### Floorplan with the power grid, run 1

Scale: 6 px per µm. Pins as bars on the die edge. Tap cells in grey.
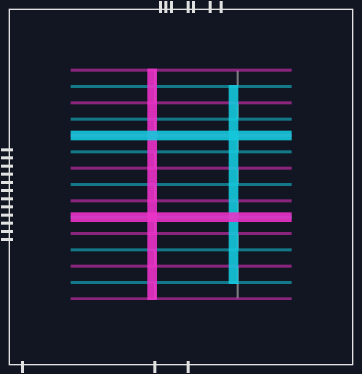
### Drive-strength map, run 1

Scale: 6 px per µm.
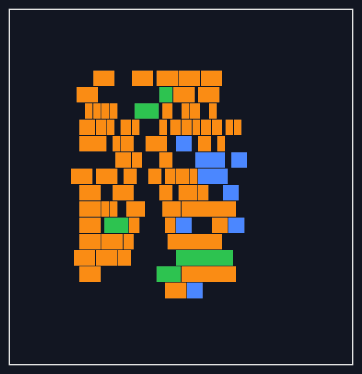
### Cell density map, run 1

Scale: 6 px per µm. 11 x 12 tiles, from white (low) to dark blue (high), 0 to 100% covered.
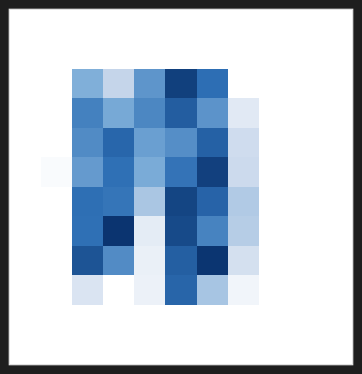
### Routed metal, one colour a layer, run 1

Scale: 8 px per µm.
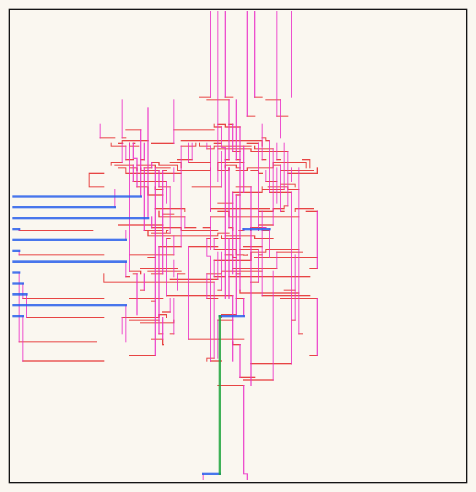
[config.mk]
export PLATFORM = sky130hd
export DESIGN_NAME = control_unit
export DESIGN_NICKNAME = d
export VERILOG_FILES = /design/src/rtl/k_and_s_pkg.sv /design/src/rtl/control_unit.sv
export SDC_FILE = /design/constraint.sdc
export NUM_CORES = 1
export LEC_CHECK = 0
export ABC_CLOCK_PERIOD_IN_PS = 2300
export CORE_AREA = 10 10 47 49
export DETAILED_ROUTE_END_ITERATION = 10
export DIE_AREA = 0 0 57 59
export PLACE_DENSITY = 0.72
export SYNTH_ARGS = -nofsm -noshare
export SYNTH_HDL_FRONTEND = slang
export SYNTH_SLANG_ARGS = --single-unit
export TNS_END_PERCENT = 50
[constraint.sdc]
create_clock -name clk -period 2.3 [get_ports clk]
set_clock_uncertainty 0.1 [all_clocks]
set_input_delay 0.23 -clock clk [delete_from_list [all_inputs] [get_ports clk]]
set_output_delay 0.23 -clock clk [all_outputs]
set_load 0.005 [all_outputs]
[src/rtl/k_and_s_pkg.sv]
// Shared types and helpers for the K&S processor: instruction decode,
// control FSM states, ALU op codes and the branch-taken rule.
package k_and_s_pkg;

  // Decoded IR contents as produced by data_path. Values above I_HALT are
  // unassigned encodings and are treated like NOP by the control unit.
  typedef enum logic [4:0] {
    I_NOP    = 5'd0,
    I_LOAD   = 5'd1,
    I_STORE  = 5'd2,
    I_MOVE   = 5'd3,
    I_ADD    = 5'd4,
    I_SUB    = 5'd5,
    I_AND    = 5'd6,
    I_OR     = 5'd7,
    I_BRANCH = 5'd8,
    I_BZERO  = 5'd9,
    I_BNZERO = 5'd10,
    I_BNEG   = 5'd11,
    I_BNNEG  = 5'd12,
    I_BOV    = 5'd13,
    I_BNOV   = 5'd14,
    I_HALT   = 5'd15
  } decoded_instruction_type;

  typedef enum logic [3:0] {
    S_INIT   = 4'd0,
    S_FETCH  = 4'd1,
    S_DECODE = 4'd2,
    S_LOAD   = 4'd3,
    S_STORE  = 4'd4,
    S_ALU    = 4'd5,
    S_BRANCH = 4'd6,
    S_NEXT   = 4'd7,
    S_HALT   = 4'd8
  } ctrl_state_type;

  localparam logic [1:0] OP_ADD = 2'b00;
  localparam logic [1:0] OP_SUB = 2'b01;
  localparam logic [1:0] OP_AND = 2'b10;
  localparam logic [1:0] OP_OR  = 2'b11;

  // Branch decision from the registered flags; non-branch encodings never take.
  function automatic logic branch_taken(decoded_instruction_type di,
                                        logic zero, logic neg, logic uov);
    logic t;
    t = 1'b0;
    case (di)
      I_BRANCH: t = 1'b1;
      I_BZERO:  t = zero;
      I_BNZERO: t = ~zero;
      I_BNEG:   t = neg;
      I_BNNEG:  t = ~neg;
      I_BOV:    t = uov;
      I_BNOV:   t = ~uov;
      default:  t = 1'b0;
    endcase
    return t;
  endfunction

endpackage

[src/rtl/control_unit.sv]
// Multi-cycle control FSM: fetch, decode, execute, PC update; parks in
// S_HALT until reset. All outputs are decoded from the state register.
module control_unit
  import k_and_s_pkg::*;
(
  input  logic                    clk,
  input  logic                    rst_n,
  input  decoded_instruction_type decoded_instruction,
  input  logic                    zero_op,
  input  logic                    neg_op,
  input  logic                    unsigned_overflow,
  input  logic                    signed_overflow,
  output logic                    branch,
  output logic                    pc_enable,
  output logic                    ir_enable,
  output logic                    addr_sel,
  output logic                    c_sel,
  output logic [1:0]              operation,
  output logic                    write_reg_enable,
  output logic                    flags_reg_enable,
  output logic                    ram_write_enable,
  output logic                    halt
);

  ctrl_state_type state, state_nxt;

  // Signed overflow is reserved for future branch types.
  logic unused_sovf;
  assign unused_sovf = signed_overflow;

  // State register; async reset drops any in-flight strobe immediately.
  always_ff @(posedge clk or negedge rst_n) begin
    if (!rst_n) state <= S_INIT;
    else        state <= state_nxt;
  end

  // Next-state: linear sequencing plus dispatch out of S_DECODE.
  always_comb begin
    state_nxt = state;
    case (state)
      S_INIT:   state_nxt = S_FETCH;
      S_FETCH:  state_nxt = S_DECODE;
      S_DECODE: begin
        case (decoded_instruction)
          I_LOAD:  state_nxt = S_LOAD;
          I_STORE: state_nxt = S_STORE;
          I_MOVE, I_ADD, I_SUB, I_AND, I_OR: state_nxt = S_ALU;
          I_HALT:  state_nxt = S_HALT;
          I_BRANCH, I_BZERO, I_BNZERO, I_BNEG, I_BNNEG, I_BOV, I_BNOV:
            state_nxt = branch_taken(decoded_instruction, zero_op, neg_op,
                                     unsigned_overflow) ? S_BRANCH : S_NEXT;
          default: state_nxt = S_NEXT;
        endcase
      end
      S_LOAD, S_STORE, S_ALU: state_nxt = S_NEXT;
      S_BRANCH, S_NEXT:       state_nxt = S_FETCH;
      S_HALT:                 state_nxt = S_HALT;
      default:                state_nxt = S_INIT;
    endcase
  end

  // Moore outputs; S_ALU also looks at the IR, which is stable outside S_FETCH.
  always_comb begin
    branch           = 1'b0;
    pc_enable        = 1'b0;
    ir_enable        = 1'b0;
    addr_sel         = 1'b0;
    c_sel            = 1'b0;
    operation        = OP_ADD;
    write_reg_enable = 1'b0;
    flags_reg_enable = 1'b0;
    ram_write_enable = 1'b0;
    halt             = 1'b0;
    case (state)
      S_FETCH: ir_enable = 1'b1;
      S_LOAD: begin
        addr_sel         = 1'b1;
        write_reg_enable = 1'b1;
      end
      S_STORE: begin
        addr_sel         = 1'b1;
        ram_write_enable = 1'b1;
      end
      S_ALU: begin
        c_sel            = 1'b1;
        write_reg_enable = 1'b1;
        case (decoded_instruction)
          I_ADD: begin operation = OP_ADD; flags_reg_enable = 1'b1; end
          I_SUB: begin operation = OP_SUB; flags_reg_enable = 1'b1; end
          I_AND: begin operation = OP_AND; flags_reg_enable = 1'b1; end
          I_OR:  begin operation = OP_OR;  flags_reg_enable = 1'b1; end
          // MOVE passes A through as A|A and leaves the flags untouched.
          I_MOVE: operation = OP_OR;
          default: ;
        endcase
      end
      S_BRANCH: begin
        branch    = 1'b1;
        pc_enable = 1'b1;
      end
      S_NEXT:  pc_enable = 1'b1;
      S_HALT:  halt = 1'b1;
      default: ;
    endcase
  end

endmodule

==> metrics.log, run 1 <==
[flow] collecting metrics
INFO  metric run_status = finished, final reports clean
INFO  metric drc_errors = 0
INFO  metric layout.cells.most_common_list = sky130_fd_sc_hd__clkdlybuf4s50_1, sky130_fd_sc_hd__nor2_1, sky130_fd_sc_hd__nor3_1, sky130_fd_sc_hd__nand2_1
INFO  metric cp_data_arrival_time = 1.77 ns
INFO  metric finalWorstPathRequiredPeriod = 2.10 ns
INFO  metric rr_endpoint = state[3]$_DFF_PN0_
INFO  metric regMostFlops = state
INFO  metric cts_repair_resize_count = 0
INFO  metric path_delay_family = buffers and inverters
INFO  metric synthDominantCellAreaShare = 22.5%
INFO  metric total_cell_area_reported_by_yosys_after_synthesis = 445 µm²
INFO  metric num-nets-final = approximately 96
INFO  metric timing.critical_path.from = state[0]$_DFF_PN0_
INFO  metric critical_path.endpoint = halt
INFO  metric seq_area_share = 14.7%
INFO  metric grt_pass1_vias = between 500 and 600
INFO  metric power_frac_seq = a little over a fifth
INFO  metric clkSlewWorstSetupHoldPaths = 0.04 ns
INFO  metric hold_ws = 0.0914 ns
INFO  metric met2WireLength = around 700 µm
INFO  metric biggestRegsByFlops = state x4
INFO  metric critPathLaunchType = register
INFO  metric swShare = 38.5%
INFO  metric crit_required = 1.97 ns
INFO  metric synth_cell_types = 30
INFO  metric drt-initial-drc-count = 4
INFO  metric cap_violations = 0
INFO  metric worst-setup-path-type = reg -> out
INFO  metric largest_area_cell = sky130_fd_sc_hd__dfrtp_1
INFO  metric number_of_clock_buffers_inserted_by_tritoncts = 3
-- 'Floorplan with the power grid' (at the start) --
Key: cyan = VDD; magenta = VSS
2 straps on met5. 15 met1 rails follow the rows. 22 signal pins sit on the boundary. 16 tap cells. The core has 14 rows.
overall die width: 57 µm
Die Y-Extent: 59 µm
area of the core: 0.00140 mm²
worst supply voltage drop on vdd: 285 µV

-- 'Drive-strength map' (at the start) --
Key: green = x2 [cells 5, share 6.0%]; blue = x3 and x4 [cells 8, share 9.6%]; orange = x1 and smaller [cells 70, share 84%]
post-route cell area: 689 µm²
final setup slack of the worst path: 0.201 ns
bufs w/o clock: 23

-- 'Cell density map' (at the start) --
The densest ninth of the die: centre. The fullest tile reaches 98%. 64% of the tiles are nearly empty. The mean over all tiles is 20%. The emptiest ninth of the die: upper right.
utilization after layout: 49.2%
core utilization before placement: 31.8%

-- 'Routed metal, one colour a layer' (at the start) --
Key: magenta = M2 [wire length 699 µm]; blue = M3 [wire length 102 µm]; green = M4 [wire length 19.7 µm]; red = M1 [wire length 530 µm]
via count of the routed design: 510
wire length reported by the detailed router: 1.35 mm
Global Route Usage Sum: 8.73%
average wire per standard cell: 13.6 µm

==> run 1 -> run 2 <==
Settings changed: REMOVE_ABC_BUFFERS from default to 1.
### Clock nets, run 2

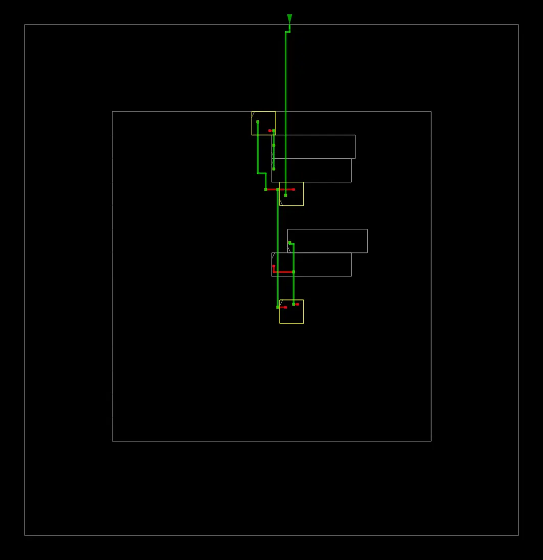
num sequential: 4
layout clock buffer count: 3

### Routed metal, one colour a layer, run 2

Scale: 8 px per µm.
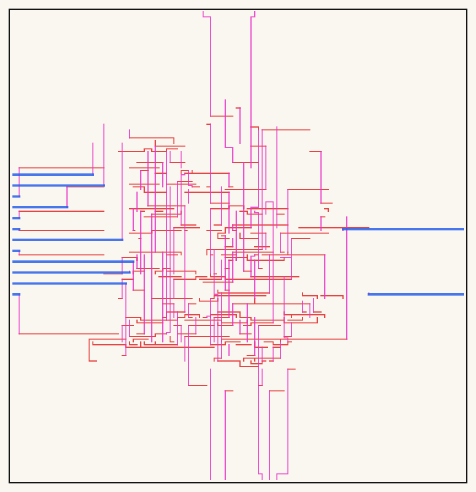
Key: magenta = M2 [wire length 629 µm]; blue = M3 [wire length 115 µm]; red = M1 [wire length 545 µm]
Global Route Usage Sum: 7.84%
average wire per standard cell: 13.0 µm
wire length reported by the detailed router: 1.29 mm

==> run 2 against run 1 <==
Compared with the run above: first-iteration DRC count up 130%; critical path depth up 3; register-to-register slack about the same; sequential share of layout area up 0.11 points; synthesized cell count unchanged; global-route usage down 0.90 points; clock power down 4.0%; final area down 0.73%; core utilization down 0.36 points; clock-buffer cell count unchanged; combinational power down 3%.
==> metrics.log, run 2 <==
[flow] collecting metrics
INFO  metric clkSlewWorstSetupHoldPaths = 0.04 ns
INFO  metric chipWidth = 57 µm
INFO  metric placeableCoreArea = 0.00140 mm²
INFO  metric power_frac_seq = a little over a fifth
INFO  metric swShare = between 30% and 40%
INFO  metric hold_ws = between 0.09 and 0.1 ns
INFO  metric largest_area_cell = sky130_fd_sc_hd__dfrtp_1
INFO  metric rr_endpoint = state[3]$_DFF_PN0_
INFO  metric crit_required = 1.97 ns
INFO  metric synth_cell_types = 30
INFO  metric number_of_clock_buffers_inserted_by_tritoncts = 3
INFO  metric warnings = 26
INFO  metric biggestRegsByFlops = state x4
INFO  metric seq_area_share = 14.8%
INFO  metric finalWorstPathRequiredPeriod = approximately 2.1 ns
INFO  metric run_status = finished, final reports clean
INFO  metric drt-initial-drc-count = 9
INFO  metric met2WireLength = about 630 µm
INFO  metric timing.final.ws_setup = about 0.18 ns
INFO  metric post_route_cell_area = 684 µm²
INFO  metric met1_length = 545 µm
INFO  metric regMostFlops = state
INFO  metric dieHeight = 59 µm
INFO  metric num-nets-final = 96
INFO  metric fp-utilization = 31.8%
INFO  metric cp_data_arrival_time = approximately 1.8 ns
INFO  metric total_cell_area_reported_by_yosys_after_synthesis = 445 µm²
INFO  metric critical_path.endpoint = operation[0]
INFO  metric drc_errors = 0
INFO  metric worst-setup-path-type = reg -> out
INFO  metric cap_violations = 0
INFO  metric path_delay_family = simple AND/OR/NAND/NOR gates
INFO  metric synthDominantCellAreaShare = roughly 22%
INFO  metric critPathLaunchType = register
INFO  metric cts_repair_resize_count = 0
INFO  metric timing.critical_path.from = state[3]$_DFF_PN0_
### Cell density map, run 2

Scale: 6 px per µm. 11 x 12 tiles, from white (low) to dark blue (high), 0 to 100% covered.
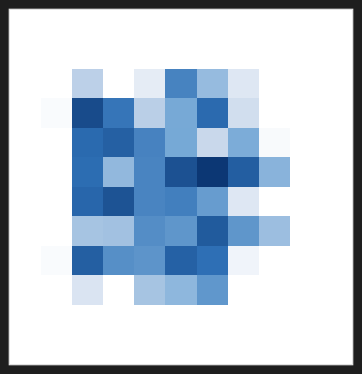
utilization after layout: 48.8%

Power and IR drop assume default switching activity.
